File: config.mk
export PLATFORM = sky130hd
export DESIGN_NAME = tdc_meas_ctrl
export DESIGN_NICKNAME = d
export VERILOG_FILES = /design/src/rtl/tdc_meas_ctrl.sv
export SDC_FILE = /design/constraint.sdc
export NUM_CORES = 1
export LEC_CHECK = 0
export ABC_AREA = 1
export CAP_MARGIN = 25
export CORE_MARGIN = 2
export CORE_UTILIZATION = 50
export DETAILED_ROUTE_END_ITERATION = 8
export PLACE_DENSITY = 0.73
export SYNTH_ARGS = -nofsm -noshare
export SYNTH_HDL_FRONTEND = slang
export SYNTH_SLANG_ARGS = --single-unit
File: constraint.sdc
create_clock -name clk -period 7.4 [get_ports clk]
set_input_delay 1.48 -clock clk [delete_from_list [all_inputs] [get_ports clk]]
set_output_delay 1.48 -clock clk [all_outputs]
set_load 0.01 [all_outputs]
File: src/rtl/tdc_meas_ctrl.sv
// Measurement sequencer for a delay-line TDC: launches start, times the stop edge
// in coarse clk cycles plus a clipped fine code, and averages a batch of samples.
module tdc_meas_ctrl #(
    parameter int FINE_W       = 9,
    parameter int COARSE_W     = 8,
    parameter int FINE_PER_CLK = 300,
    parameter int AVG_LOG2     = 2,
    parameter int TIMEOUT      = 255,
    parameter int SETTLE_CYC   = 2,
    parameter int RECOVER_CYC  = 2
) (
    input  logic                         clk,
    input  logic                         rst,
    input  logic                         meas_req,
    output logic                         start_out,
    input  logic                         stop_in,
    input  logic [FINE_W-1:0]            fine_code,
    output logic                         busy,
    output logic [COARSE_W+FINE_W-1:0]   result_data,
    output logic                         result_err,
    output logic                         result_valid,
    input  logic                         result_ready
);

    localparam int SAMPLE_W = COARSE_W + FINE_W;
    localparam int ACC_W    = SAMPLE_W + AVG_LOG2;
    localparam int SET_W    = (SETTLE_CYC  > 1) ? $clog2(SETTLE_CYC)  : 1;
    localparam int REC_W    = (RECOVER_CYC > 1) ? $clog2(RECOVER_CYC) : 1;
    localparam logic [FINE_W-1:0]   FINE_MAX = FINE_W'(FINE_PER_CLK - 1);
    localparam logic [AVG_LOG2:0]   NSAMP    = (AVG_LOG2+1)'(1 << AVG_LOG2);

    typedef enum logic [2:0] {
        IDLE, LAUNCH, WAIT_STOP, SETTLE, ACCUM, RECOVER, OUTPUT
    } state_t;

    state_t                state;
    logic [COARSE_W-1:0]   coarse;
    logic [COARSE_W-1:0]   coarse_lat;
    logic [FINE_W-1:0]     fine_lat;
    logic [SET_W-1:0]      settle_cnt;
    logic [REC_W-1:0]      rec_cnt;
    logic [AVG_LOG2:0]     cnt;
    logic [ACC_W-1:0]      acc;
    logic                  stop_p0, stop_p1, stop_p2;
    logic                  stop_rise;
    logic [SAMPLE_W-1:0]   sample;
    logic [ACC_W-1:0]      acc_next;
    logic [AVG_LOG2:0]     cnt_next;

    // Codes beyond one clk period of stages are encoder overrun; pin to the last stage.
    function automatic logic [FINE_W-1:0] clip_fine(input logic [FINE_W-1:0] f);
        return (f > FINE_MAX) ? FINE_MAX : f;
    endfunction

    function automatic logic [SAMPLE_W-1:0] mk_sample(input logic [COARSE_W-1:0] c,
                                                      input logic [FINE_W-1:0]   f);
        return SAMPLE_W'(c) * SAMPLE_W'(FINE_PER_CLK) + SAMPLE_W'(clip_fine(f));
    endfunction

    // Stage p0/p1: stop synchronizer; p2 holds the previous synchronized value
    always_ff @(posedge clk or posedge rst) begin
        if (rst) begin
            stop_p0 <= 1'b0;
            stop_p1 <= 1'b0;
            stop_p2 <= 1'b0;
        end else begin
            stop_p0 <= stop_in;
            stop_p1 <= stop_p0;
            stop_p2 <= stop_p1;
        end
    end

    assign stop_rise = stop_p1 & ~stop_p2;

    always_comb begin
        sample   = mk_sample(coarse_lat, fine_lat);
        acc_next = acc + ACC_W'(sample);
        cnt_next = cnt + 1'b1;
    end

    always_ff @(posedge clk or posedge rst) begin
        if (rst) begin
            state        <= IDLE;
            coarse       <= '0;
            coarse_lat   <= '0;
            fine_lat     <= '0;
            settle_cnt   <= '0;
            rec_cnt      <= '0;
            cnt          <= '0;
            acc          <= '0;
            start_out    <= 1'b0;
            busy         <= 1'b0;
            result_valid <= 1'b0;
            result_err   <= 1'b0;
            result_data  <= '0;
        end else begin
            case (state)
                IDLE: begin
                    if (meas_req) begin
                        acc       <= '0;
                        cnt       <= '0;
                        start_out <= 1'b1;
                        busy      <= 1'b1;
                        state     <= LAUNCH;
                    end
                end
                LAUNCH: begin
                    coarse <= '0;
                    state  <= WAIT_STOP;
                end
                WAIT_STOP: begin
                    if (stop_rise) begin
                        coarse_lat <= coarse;
                        settle_cnt <= '0;
                        start_out  <= 1'b0;
                        state      <= SETTLE;
                    end else if (coarse == COARSE_W'(TIMEOUT)) begin
                        start_out    <= 1'b0;
                        result_err   <= 1'b1;
                        result_data  <= '0;
                        result_valid <= 1'b1;
                        state        <= OUTPUT;
                    end else begin
                        coarse <= coarse + 1'b1;
                    end
                end
                SETTLE: begin
                    settle_cnt <= settle_cnt + 1'b1;
                    if (settle_cnt == SET_W'(SETTLE_CYC - 1)) begin
                        fine_lat <= fine_code;
                        state    <= ACCUM;
                    end
                end
                ACCUM: begin
                    acc <= acc_next;
                    cnt <= cnt_next;
                    if (cnt_next == NSAMP) begin
                        result_data  <= SAMPLE_W'(acc_next >> AVG_LOG2);
                        result_err   <= 1'b0;
                        result_valid <= 1'b1;
                        state        <= OUTPUT;
                    end else begin
                        rec_cnt <= '0;
                        state   <= RECOVER;
                    end
                end
                RECOVER: begin
                    rec_cnt <= rec_cnt + 1'b1;
                    if (rec_cnt == REC_W'(RECOVER_CYC - 1)) begin
                        start_out <= 1'b1;
                        state     <= LAUNCH;
                    end
                end
                OUTPUT: begin
                    if (result_ready) begin
                        result_valid <= 1'b0;
                        busy         <= 1'b0;
                        state        <= IDLE;
                    end
                end
                default: begin
                    start_out    <= 1'b0;
                    busy         <= 1'b0;
                    result_valid <= 1'b0;
                    state        <= IDLE;
                end
            endcase
        end
    end

endmodule

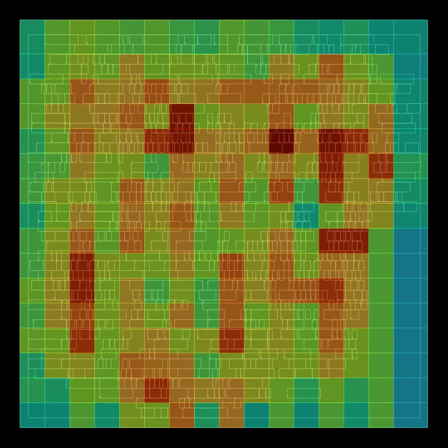
(routing congestion map)
GR Layer Usage met1: 30.2%
met3 global-route usage: 5.25%
final core utilization: 58.1%
global route hottest layer: met2

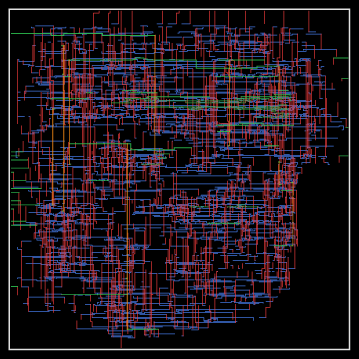
(metal layers overlaid)
Scale: 3 px per um.
Key: metal 1 = blue [wire length 6410 um]; metal 4 = orange [wire length 288 um]; metal 3 = green [wire length 659 um]; metal 2 = red [wire length 6070 um]

==> impl_metrics.csv <==
group,metric,value,unit
die,initCoreUtil,51.5,%
yosys,syn-num-nets,890,
clock_tree,clk_path_buf_depth,2,
hold_path,worstHoldPathCells,0,
yosys,yosys-top-cells-count,"218 x sky130_fd_sc_hd__nand2_1, 105 x sky130_fd_sc_hd__inv_1, 76 x sky130_fd_sc_hd__dfrtp_1, 70 x sky130_fd_sc_hd__nand3_1, 64 x sky130_fd_sc_hd__ha_1",
yosys,async_reset_ff_share,100,%
layout,final_nets,924,
power_and_ir_drop,max_ir_drop_vdd,200,uV
power_and_ir_drop,swShare,44.5,%
clock_tree,cells_resized_by_post_cts_repair,0,
run_status,outcome,"finished, final reports clean",
die,io-pin-count,35,
setup_path,critPathMaxFanout,5,
clock_tree,post-cts-setup-buffer-count,0,
setup_path,timing.reg2reg.setup_slack,2.36,ns
placement,placed_cell_area,6370,um^2
routing,route.antenna.remaining_nets,0,
timing,worst_slew_pin_slew,0.834,ns
power_and_ir_drop,clock_power_share,21.0,%
yosys,netlist_cell_types,42,
layout,mostFrequentLayoutCells,"218 x sky130_fd_sc_hd__nand2_1, 104 x sky130_fd_sc_hd__inv_1, 76 x sky130_fd_sc_hd__dfrtp_1, 70 x sky130_fd_sc_hd__nand3_1, 64 x sky130_fd_sc_hd__ha_1",
timing,timing.final.hold_violations,0,
yosys,synth.yosys.chip_area,5930,um^2
global_route,grt_pass1_wl,23700,um
yosys,ys_sh_mux,0.380,%
yosys,synth_area,5930,um^2
power_and_ir_drop,power_density,312,nW/um^2
yosys,ys_warn_count,0,
timing,slew_violations,0,
die,die_w,113,um
power_and_ir_drop,cellInternalPower,1160,uW
die,floorplan.rows,39,
layout,final-instance-count-excl-fill,985,
die,chipHeight,113,um
routing,route.vias.total,5275,
yosys,postSynthCellCount,803,
yosys,synth-adder-area-share,16.5,%
setup_path,worst-setup-path-type,"flop to flop",
timing,rsz0062_at_grt,"false",
yosys,cell_type_with_the_largest_total_area_after_synthesis,"sky130_fd_sc_hd__dfrtp_1",
placement,place_ws,2.38,ns
timing,maxSlewHeadroom,44.3,%
global_route,globalRouteOverflowTotal,0,
hold_path,endpoint_with_the_worst_hold_slack,"stop_p1",
==> worst max-delay path, stage by stage (launching register included) <==
cell                      delay, ns
sky130_fd_sc_hd__dfrtp_1       0.45
sky130_fd_sc_hd__ha_1          0.33
sky130_fd_sc_hd__ha_1          0.29
sky130_fd_sc_hd__ha_1          0.28
sky130_fd_sc_hd__inv_1         0.05
sky130_fd_sc_hd__fa_1          0.51
sky130_fd_sc_hd__inv_1         0.05
sky130_fd_sc_hd__ha_1          0.34
sky130_fd_sc_hd__xnor2_1       0.20
sky130_fd_sc_hd__ha_1          0.30
sky130_fd_sc_hd__nand2_1       0.09
sky130_fd_sc_hd__inv_1         0.05
sky130_fd_sc_hd__a21oi_1       0.14
sky130_fd_sc_hd__nand2_1       0.12
sky130_fd_sc_hd__xor2_1        0.18
sky130_fd_sc_hd__ha_1          0.34
sky130_fd_sc_hd__a21oi_1       0.27
sky130_fd_sc_hd__nand2_1       0.15
sky130_fd_sc_hd__a21oi_1       0.13
sky130_fd_sc_hd__nand2_1       0.12
sky130_fd_sc_hd__o21ai_0       0.39
sky130_fd_sc_hd__nand2_1       0.11
==> per-layer routing <==
metal / vias up / GRT usage, % / share of wire, %
met1: 2427 / 30.2 / 48
met5: - / 0 / 0
li1: 2698 / - / -
met4: 0 / 8.29 / 2.1
met3: 23 / 5.25 / 4.9
met2: 127 / 37.0 / 45
==> flip-flops by register name, summed over array words and instances (netlist names) <==
signal,cells
cnt,3
stop_p1,1
rec_cnt,1
result_valid,1
settle_cnt,1
stop_p2,1
state,3
coarse,8
fine_lat,9
stop_p0,1
busy,1
result_data,17
result_err,1
start_out,1
coarse_lat,8
acc,19
